[config.mk]
export PLATFORM = sky130hd
export DESIGN_NAME = x_candidate_gen_flat
export DESIGN_NICKNAME = d
export VERILOG_FILES = /design/src/rtl/x_candidate_gen_if.sv /design/src/rtl/x_candidate_gen.sv /design/src/flat_wrapper.sv
export SDC_FILE = /design/constraint.sdc
export NUM_CORES = 1
export LEC_CHECK = 0
export CELL_PAD_IN_SITES_DETAIL_PLACEMENT = 1
export CELL_PAD_IN_SITES_GLOBAL_PLACEMENT = 1
export CORE_ASPECT_RATIO = 0.5
export CORE_MARGIN = 1.5
export CORE_UTILIZATION = 36
export DETAILED_ROUTE_END_ITERATION = 6
export HOLD_SLACK_MARGIN = 0.15
export PLACE_DENSITY = 0.78
export SLEW_MARGIN = 5
export SYNTH_ARGS = -nofsm -noshare
export SYNTH_HDL_FRONTEND = slang
export SYNTH_SLANG_ARGS = --single-unit
[constraint.sdc]
create_clock -name clk -period 3.2 [get_ports clk]
set_input_delay 0.48 -clock clk [delete_from_list [all_inputs] [get_ports clk]]
set_output_delay 0.48 -clock clk [all_outputs]
set_load 0.05 [all_outputs]
[src/rtl/x_candidate_gen_if.sv]
// Candidate stream from the enumerator to the F stage, plus the F stage's result strobe.
// x_tvalid is a one-cycle qualifier with no ready: the source only issues while it holds a credit,
// and each f_done pulse from the sink hands one credit back.
interface x_candidate_gen_if #(
    parameter int J = 14,
    parameter int A = 2
);
    localparam int AWIDTH = $clog2(A) + 1;
    localparam int IDX_W  = J * $clog2(A);

    logic [J*AWIDTH-1:0] x;
    logic                x_tvalid;
    logic [IDX_W-1:0]    x_index;
    logic                x_last;
    logic                f_done;

    modport master (output x, x_tvalid, x_index, x_last, input f_done);
    modport slave  (input x, x_tvalid, x_index, x_last, output f_done);
endinterface

[src/rtl/x_candidate_gen.sv]
// Enumerates all A^J candidate vectors under credit-based throttling toward the F stage.
// Optional macro X_GEN_ABORT_EN adds an abort input that stops issuing and drains outstanding credits.
module x_candidate_gen #(
    parameter int J       = 14,
    parameter int A       = 2,
    parameter int CREDITS = 2
) (
    input  logic              clk,
    input  logic              rst_n,
    input  logic              start,
`ifdef X_GEN_ABORT_EN
    input  logic              abort,
`endif
    x_candidate_gen_if.master xs,
    output logic              busy,
    output logic              done,
    output logic              credit_err,
    output logic [1:0]        fsm_state
);
    localparam int DW     = $clog2(A);
    localparam int AWIDTH = DW + 1;
    localparam int IDX_W  = J * DW;
    localparam int CW     = $clog2(CREDITS + 1);
    localparam logic [CW-1:0] CRED_FULL = CW'(CREDITS);

    typedef enum logic [1:0] {IDLE = 2'd0, RUN = 2'd1, DRAIN = 2'd2} state_t;

    state_t              state_q, state_nxt;
    logic [IDX_W-1:0]    digits_q, digits_nxt, digits_base;
    logic [CW-1:0]       credits_q, credits_nxt, credit_base;
    logic [J*AWIDTH-1:0] x_q, x_nxt;
    logic [IDX_W-1:0]    idx_q, idx_nxt;
    logic                tvalid_q, tvalid_nxt;
    logic                last_q, last_nxt;
    logic                busy_q, busy_nxt;
    logic                done_q, done_nxt;
    logic                err_q, err_nxt;
    logic                issue;
    logic                abort_req;

`ifdef X_GEN_ABORT_EN
    assign abort_req = abort;
`else
    assign abort_req = 1'b0;
`endif

    // Element value 2*d-(A-1) equals {d,1} with its MSB flipped, since A is a power of two.
    function automatic logic [J*AWIDTH-1:0] map_x(input logic [IDX_W-1:0] d);
        logic [J*AWIDTH-1:0] r;
        logic [AWIDTH-1:0]   e;
        r = '0;
        for (int k = 0; k < J; k++) begin
            e = {d[k*DW +: DW], 1'b1};
            e[AWIDTH-1] = ~e[AWIDTH-1];
            r[k*AWIDTH +: AWIDTH] = e;
        end
        return r;
    endfunction

    always_comb begin
        state_nxt   = state_q;
        digits_base = digits_q;
        credit_base = credits_q;
        issue       = 1'b0;
        done_nxt    = 1'b0;
        err_nxt     = err_q;
        tvalid_nxt  = 1'b0;
        last_nxt    = 1'b0;
        x_nxt       = x_q;
        idx_nxt     = idx_q;
        unique case (state_q)
            IDLE: begin
                if (start) begin
                    state_nxt   = RUN;
                    digits_base = '0;
                    credit_base = CRED_FULL;
                    issue       = 1'b1;
                end
            end
            RUN: begin
                if (abort_req) begin
                    state_nxt = DRAIN;
                end else if (credits_q != '0) begin
                    issue = 1'b1;
                    if (digits_q == '1) state_nxt = DRAIN;
                end
            end
            DRAIN: begin
                if (credits_q == CRED_FULL) begin
                    state_nxt = IDLE;
                    done_nxt  = 1'b1;
                end
            end
            default: state_nxt = IDLE;
        endcase

        digits_nxt = digits_base;
        if (issue) begin
            tvalid_nxt = 1'b1;
            x_nxt      = map_x(digits_base);
            idx_nxt    = digits_base;
            last_nxt   = (digits_base == '1);
            digits_nxt = digits_base + IDX_W'(1);
        end

        // A return with nothing outstanding is dropped and flagged rather than overflowing.
        credits_nxt = credit_base;
        if (issue && !xs.f_done) begin
            credits_nxt = credit_base - CW'(1);
        end else if (!issue && xs.f_done) begin
            if (credit_base == CRED_FULL) err_nxt = 1'b1;
            else credits_nxt = credit_base + CW'(1);
        end

        busy_nxt = (state_nxt != IDLE);
    end

    always_ff @(posedge clk) begin
        if (!rst_n) begin
            state_q   <= IDLE;
            digits_q  <= '0;
            credits_q <= CRED_FULL;
            x_q       <= '0;
            idx_q     <= '0;
            tvalid_q  <= 1'b0;
            last_q    <= 1'b0;
            busy_q    <= 1'b0;
            done_q    <= 1'b0;
            err_q     <= 1'b0;
        end else begin
            state_q   <= state_nxt;
            digits_q  <= digits_nxt;
            credits_q <= credits_nxt;
            x_q       <= x_nxt;
            idx_q     <= idx_nxt;
            tvalid_q  <= tvalid_nxt;
            last_q    <= last_nxt;
            busy_q    <= busy_nxt;
            done_q    <= done_nxt;
            err_q     <= err_nxt;
        end
    end

    assign xs.x        = x_q;
    assign xs.x_tvalid = tvalid_q;
    assign xs.x_index  = idx_q;
    assign xs.x_last   = last_q;
    assign busy        = busy_q;
    assign done        = done_q;
    assign credit_err  = err_q;
    assign fsm_state   = state_q;
endmodule

[src/flat_wrapper.sv]
// flat-port wrapper written by rule: the top's interface ports become plain ports
module x_candidate_gen_flat 
#(
    parameter int J       = 14,
    parameter int A       = 2,
    parameter int CREDITS = 2
)
  (clk, rst_n, start, busy, done, credit_err, fsm_state, xs_x, xs_x_tvalid, xs_x_index, xs_x_last, xs_f_done);
  x_candidate_gen_if #(.J(J), .A(A)) xs_i ();
  input  logic clk;
  input  logic rst_n;
  input  logic start;
  output logic busy;
  output logic done;
  output logic credit_err;
  output logic [1:0] fsm_state;
  output wire logic [$bits(xs_i.x)-1:0] xs_x;
  output wire logic [$bits(xs_i.x_tvalid)-1:0] xs_x_tvalid;
  output wire logic [$bits(xs_i.x_index)-1:0] xs_x_index;
  output wire logic [$bits(xs_i.x_last)-1:0] xs_x_last;
  input wire logic [$bits(xs_i.f_done)-1:0] xs_f_done;
  assign xs_x = xs_i.x;
  assign xs_x_tvalid = xs_i.x_tvalid;
  assign xs_x_index = xs_i.x_index;
  assign xs_x_last = xs_i.x_last;
  assign xs_i.f_done = xs_f_done;
  x_candidate_gen #(.J(J), .A(A), .CREDITS(CREDITS)) u_core (.clk(clk), .rst_n(rst_n), .start(start), .xs(xs_i), .busy(busy), .done(done), .credit_err(credit_err), .fsm_state(fsm_state));
endmodule
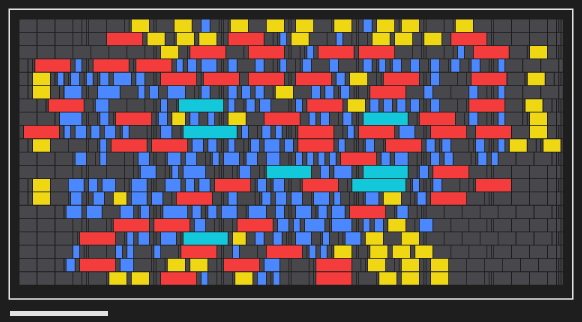
(run_1/cell_classes.png)
Bar = 20 um. Fill, decap, tap and diode cells in grey.
flip-flops: drawn in red, cells 52, share of their area 37%. clock drivers and dummy loads: drawn in cyan, cells 7, share of their area 6.6%. all other logic: drawn in blue, cells 183, share of their area 37%. other buffers and delay cells: drawn in yellow, cells 55, share of their area 19%.
final instance area: 2919 um2
Finished Core Util: 48.20%

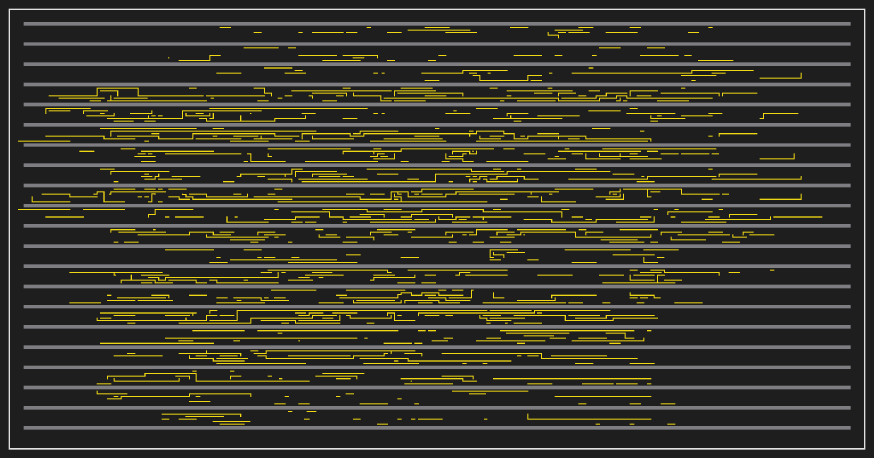
(run_1/met1.png)
Supply wires on this layer in grey.
The longest straight run is 33.6 um. The layer carries 2910 um of wire.

==> flow_summary.json, run 1 <==
{
  "outcome": "finished clean",
  "dp_slack_ps": 467.6,
  "holdCritStartpoint": "u_core.xs.x_index[11]",
  "logic_gates": 178,
  "comb_share_pct": 34.98,
  "reg2reg_slack_ps": 790,
  "critPathSlowestCell": "clkdlybuf4s50_1",
  "synth_area_leader_cell": "dfxtp_1",
  "grt_pass1_wl_um": 9991,
  "cp.required_ps": 3410,
  "mux_share_pct": 0.4437,
  "slew_viol_final": 0,
  "cts_buffers": 5,
  "openroad.warnings": 27,
  "ir_drop_mv": 0.2261,
  "place_area_um2": 2734,
  "cap_violations": 0,
  "syn_inst": 263,
  "hold_buffers": 0,
  "clk_share_pct": 6.344,
  "ant_nets": 0,
  "power.share.clock_pct": 40.0,
  "worst-path-buf-inv": 1,
  "totalNegativeSetupSlack_ps": 0,
  "stdcell_count": 385,
  "final_layout_size_suffix_gt1_share_pct": 7.407,
  "taps": 88,
  "logic_family": "simple AND/OR/NAND/NOR gates",
  "dieHeight_um": 58.98,
  "yosysWarningCount": 0,
  "diodes": 0,
  "coreArea_um2": 6056,
  "critPathLaunch": "start",
  "htree_levels": 2,
  "inv_count": 5,
  "rsz0062_at_grt": "no",
  "routed_wl_um": 6171,
  "cts_buffer_depth": 2,
  "yosys.area_share.simple_pct": 23.68,
  "ys_sh_aoi_pct": 16.75,
  "path_clk_slew_ps": 70,
  "end_kind": "register",
  "ys_seq_share_pct": 46.15,
  "layout.nets": 304,
  "vias": 1995,
  "areaGrowthSynthToFinish_pct": 29.40,
  "syn_area_um2": 2256,
  "grt_antenna_before_repair": 0,
  "seqPwrFrac_pct": 41.4,
  "hold_violations": 0,
  "hold_path_class": "register to register",
  "cts.root.buffer_cell": "clkbuf_16",
  "edf_count": 0,
  "synth_top_area_share_pct": 46.15,
  "power.group.top": "sequential cells",
  "seqAreaFraction_pct": 35.66,
  "timing.rr.start": "u_core.fsm_state[0]",
  "grt_pass1_vias": 1974,
  "fin_ws_ps": 748.7,
  "setup_violations": 0,
  "postCtsSetupBuffers": 0,
  "clock_buffers": 5,
  "ys_ff": 52,
  "relSlewSlack_pct": 41.95,
  "wl_met2_um": 2975,
  "fmax_mhz": 407.9
}
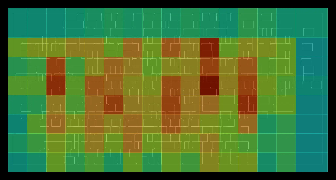
(run_1/final_congestion.png)
GR Util met3: 3.374%
GRT busiest layer: met2
M1 GR Usage: 25.49%
WL per Instance: 16.03 um

## Run 2: what changed since run 1
--- a/config.mk
+++ b/config.mk
@@ -9,10 +9,10 @@
 export CELL_PAD_IN_SITES_GLOBAL_PLACEMENT = 1
 export CORE_ASPECT_RATIO = 0.5
 export CORE_MARGIN = 1.5
-export CORE_UTILIZATION = 36
+export CORE_UTILIZATION = 33
 export DETAILED_ROUTE_END_ITERATION = 6
 export HOLD_SLACK_MARGIN = 0.15
-export PLACE_DENSITY = 0.78
+export PLACE_DENSITY = 0.75
 export SLEW_MARGIN = 5
 export SYNTH_ARGS = -nofsm -noshare
 export SYNTH_HDL_FRONTEND = slang
==> constraint.sdc (replaced) <==
create_clock -name clk -period 2.05 [get_ports clk]
set_input_delay 0.3075 -clock clk [delete_from_list [all_inputs] [get_ports clk]]
set_output_delay 0.3075 -clock clk [all_outputs]
set_load 0.05 [all_outputs]
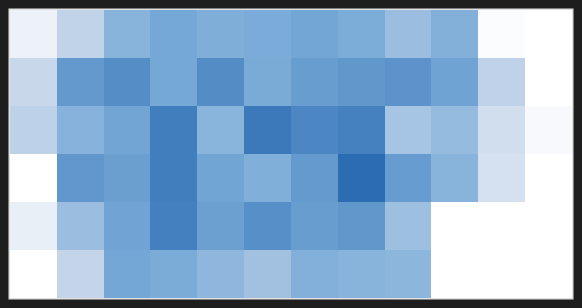
(run_2/density.png)
The die is cut into 12 by 6 equal tiles; white is low, dark blue is high, 0 to 100% covered.
The mean over all tiles is 39%. The emptiest ninth of the die: south-east. The fullest tile reaches 76%. 17% of the tiles are nearly empty.

==> flow_summary.json, run 2 <==
{
  "mux_share_pct": 0.4437,
  "internal_power_mw": 1.673,
  "drt_pass1_iterations": 4,
  "slowest_delay_ps": 820,
  "postCtsSetupBuffers": 1,
  "edf_count": 0,
  "routed_wl_um": 6354,
  "yosysWarningCount": 0,
  "end_kind": "primary output",
  "inv_count": 5,
  "timing.rr.start": "u_core.fsm_state[0]",
  "fmax_mhz": 512.7,
  "logic_gates": 178,
  "layout.cells.most_common": "dfxtp_1",
  "synth_top_area_share_pct": 46.15,
  "ys_sh_aoi_pct": 16.75,
  "syn_area_um2": 2256,
  "dp_cells": 397,
  "clk_share_pct": 4.823,
  "hold_depth": 2,
  "fin_ws_ps": 99.41,
  "openroad.warnings": 28,
  "path_clk_slew_ps": 70,
  "ant_nets": 0,
  "taps": 92,
  "clock_buffers": 6,
  "ys_seq_share_pct": 46.15,
  "cts_buffer_depth": 2,
  "vias": 2053,
  "seqPwrFrac_pct": 44.5,
  "yosys.area_share.simple_pct": 23.68,
  "grt_pass1_wl_um": 10360,
  "syn_area_per_cell_um2": 8.578,
  "totalNegativeSetupSlack_ps": 0,
  "critPathSlowestCell": "clkdlybuf4s50_1",
  "relSlewSlack_pct": 65.52,
  "logic_family": "simple AND/OR/NAND/NOR gates",
  "met1_usage_pct": 23.05,
  "power.group.top": "sequential cells",
  "fp_util_pct": 33.94,
  "clk-power_mw": 0.838,
  "dieHeight_um": 61.47,
  "final_layout_size_suffix_gt1_share_pct": 19.11,
  "hold_path_class": "register to register",
  "critPathLaunch": "u_core.fsm_state[0]",
  "finalCritPeriodShare_pct": 95.15,
  "worst-path-buf-inv": 2,
  "outcome": "finished clean",
  "htree_levels": 2,
  "rsz0062_at_grt": "no",
  "ys_ff": 52,
  "reg2reg_slack_ps": 200,
  "dp_slack_ps": -360.0,
  "grt-busiest-layer": "met2",
  "grt_antenna_before_repair": 0,
  "grt_pass1_vias": 2066,
  "stdcell_count": 406,
  "top_cells_by_area": "dfxtp_1, a21oi_1, nand2_1",
  "layout.nets": 320,
  "areaGrowthSynthToFinish_pct": 33.39,
  "cts.root.buffer_cell": "clkbuf_16",
  "setup_violations": 0,
  "diodes": 0,
  "hold_violations": 0,
  "largest_reg_flops": 15
}
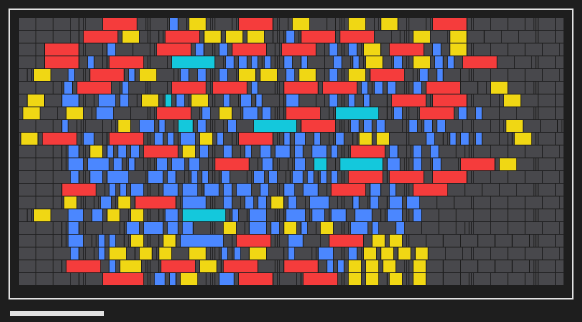
(run_2/cell_classes.png)
Bar = 20 um. Fill, decap, tap and diode cells in grey.
other buffers and delay cells: drawn in yellow, cells 71, share of their area 22%. all other logic: drawn in blue, cells 183, share of their area 37%. clock drivers and dummy loads: drawn in cyan, cells 8, share of their area 5.0%. flip-flops: drawn in red, cells 52, share of their area 36%.
Seq area share: 34.84%
Finished Core Util: 45.27%
final instance area: 3009 um2
core area: 6648 um2

## Run 3: what changed since run 2
--- a/config.mk
+++ b/config.mk
@@ -9,10 +9,11 @@
 export CELL_PAD_IN_SITES_GLOBAL_PLACEMENT = 1
 export CORE_ASPECT_RATIO = 0.5
 export CORE_MARGIN = 1.5
-export CORE_UTILIZATION = 33
+export CORE_UTILIZATION = 36
 export DETAILED_ROUTE_END_ITERATION = 6
 export HOLD_SLACK_MARGIN = 0.15
-export PLACE_DENSITY = 0.75
+export PLACE_DENSITY = 0.78
+export RECOVER_POWER = 50
 export SLEW_MARGIN = 5
 export SYNTH_ARGS = -nofsm -noshare
 export SYNTH_HDL_FRONTEND = slang
==> constraint.sdc (replaced) <==
create_clock -name clk -period 2.2 [get_ports clk]
set_input_delay 0.33 -clock clk [delete_from_list [all_inputs] [get_ports clk]]
set_output_delay 0.33 -clock clk [all_outputs]
set_load 0.05 [all_outputs]
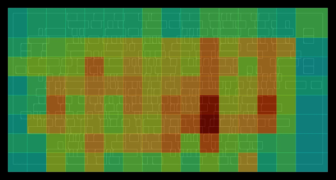
(run_3/final_congestion.png)
Finished Core Util: 49.71%
GR Util met3: 3.681%

==> flow_summary.json, run 3 <==
{
  "inv_count": 5,
  "hold_violations": 0,
  "hold_depth": 2,
  "initialDrtViolationCount": 99,
  "power.share.clock_pct": 35.0,
  "critPathLaunch": "start",
  "finalCriticalPeriod_ps": 2113,
  "yosysMostFrequentCell": "dfxtp_1",
  "logic_family": "simple AND/OR/NAND/NOR gates",
  "synth_top_area_share_pct": 46.15,
  "rsz0062_at_grt": "no",
  "outcome": "finished clean",
  "synthDistinctLibCells": 47,
  "ys_sh_aoi_pct": 16.75,
  "vias": 2064,
  "dp_slack_ps": -269.0,
  "largest_reg_flops": 15,
  "cp_max_fo": 5,
  "route.met3.wl_um": 132,
  "io_buffers": 52,
  "critPathSlowestCell": "clkdlybuf4s50_1",
  "fin_ws_ps": 87.20,
  "clk_share_pct": 5.071,
  "rows": 20,
  "stdcell_area_um2": 3010,
  "edf_count": 0,
  "finalCritPeriodShare_pct": 96.04,
  "cts_buffers": 5,
  "diodes": 0,
  "coreArea_um2": 6056,
  "htree_levels": 2,
  "holdCritStartpoint": "u_core.xs.x_index[0]",
  "top_cells_by_area": "dfxtp_1, a21oi_1, nand2_1",
  "grt-ovfl-total": 0,
  "path_clk_slew_ps": 70,
  "ys_ff": 52,
  "clock_buffers": 6,
  "logic_gates": 178,
  "routed_wl_um": 6530,
  "fp_util_pct": 37.25,
  "cts.sinks": 52,
  "path_cells": "clkdlybuf4s50_1 > or3b_4 > and2_4 > ha_4 > nand3_2 > or3_4 > or4_4 > a21oi_2",
  "areaGrowthSynthToFinish_pct": 33.44,
  "reg2reg_slack_ps": 180,
  "cts.root.buffer_cell": "clkbuf_16",
  "place_congestion": 0.8230,
  "ant_nets": 0,
  "sequentialPower_mw": 1.01,
  "cts_buffer_depth": 2,
  "top_layer_used": "met4",
  "holdWs_ps": 452.2,
  "syn_nets": 270,
  "critPathTopFamily": "simple AND/OR/NAND/NOR gates",
  "final_cell_mix": "dfxtp_1, nand2_1, a21oi_1",
  "internal_power_mw": 1.582,
  "drt_pass1_iterations": 4,
  "grt-busiest-layer": "met2",
  "mux_share_pct": 0.4437,
  "timing.rr.start": "u_core.credits_q[0]",
  "io_pins": 53,
  "cts_tree": "yes",
  "comb_area_um2": 1050,
  "hold_buffers": 0,
  "dieArea_um2": 6779,
  "grt_pass1_wl_um": 10600,
  "place_area_um2": 2859,
  "setup_violations": 0,
  "yosysWarningCount": 0,
  "final_layout_size_suffix_gt1_share_pct": 13.18,
  "critPathLaunchType": "input pin",
  "drc": 0,
  "layout.cells.most_common": "dfxtp_1",
  "clk-power_mw": 0.802,
  "switching_share_pct": 31.01,
  "wl_met2_um": 3232,
  "syn_area_per_cell_um2": 8.578,
  "dominant_cells": "logic gates",
  "buffers": 68,
  "ff_count": 52,
  "totalNegativeSetupSlack_ps": 0,
  "p_comb_mw": 0.480,
  "fillers": 714,
  "wirelength_met1_um": 3124,
  "ys_async_sr_fraction_pct": 0,
  "fin_worst_skew_ps": 5.922,
  "grt_use_met2_pct": 34.44,
  "yosys.area_share.simple_pct": 23.68,
  "hold_path_class": "register to register",
  "whs_endpoint": "u_core.xs.x_index[0]",
  "clkLatencyLatePin_ps": 290,
  "die_x_um": 115.0,
  "end_kind": "register",
  "taps": 88,
  "cp.depth": 8,
  "yosys_cells": 263,
  "dp_cells": 391,
  "wire_per_inst_um": 16.37,
  "rr_worst_depth": 4,
  "openroad.warnings": 28,
  "slew_viol_final": 0,
  "vias_per_cell": 5.173,
  "met1_usage_pct": 27.63,
  "seqAreaFraction_pct": 34.83,
  "stdcell_count": 399,
  "synth_area_leader_cell": "dfxtp_1",
  "buf_share_pct": 20.95,
  "dieHeight_um": 58.98,
  "ys_sh_adder_pct": 1.664,
  "layout.nets": 317,
  "postCtsSetupBuffers": 0,
  "syn_area_um2": 2256,
  "slowest_delay_ps": 430,
  "ff_type": "dfxtp_1",
  "xor_area_share_pct": 2.718,
  "seqPwrFrac_pct": 44.1,
  "ys_seq_share_pct": 46.15,
  "criticalPathCategory": "input pin to register",
  "relSlewSlack_pct": 30.65,
  "crit_end": "u_core.digits_q[12]",
  "fmax_mhz": 473.3,
  "tightest_slew_ps": 1036,
  "worst-path-buf-inv": 1,
  "comb_share_pct": 34.87,
  "power_mw": 2.293,
  "grt_pass1_vias": 2073,
  "grt_antenna_before_repair": 0,
  "ys_chip_area_um2": 2256,
  "power.group.top": "sequential cells",
  "syn_inst": 263
}
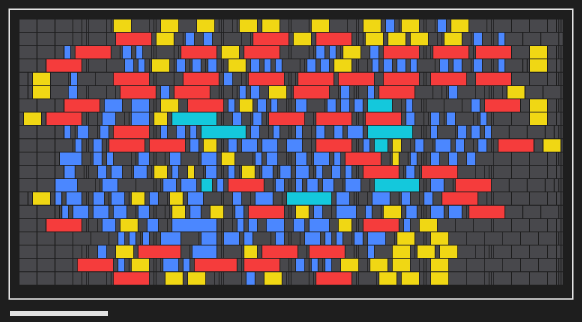
(run_3/cell_classes.png)
Bar = 20 um. Fill, decap, tap and diode cells in grey.
other buffers and delay cells: drawn in yellow, cells 68, share of their area 22%. flip-flops: drawn in red, cells 52, share of their area 36%. all other logic: drawn in blue, cells 183, share of their area 37%. clock drivers and dummy loads: drawn in cyan, cells 8, share of their area 5.3%.

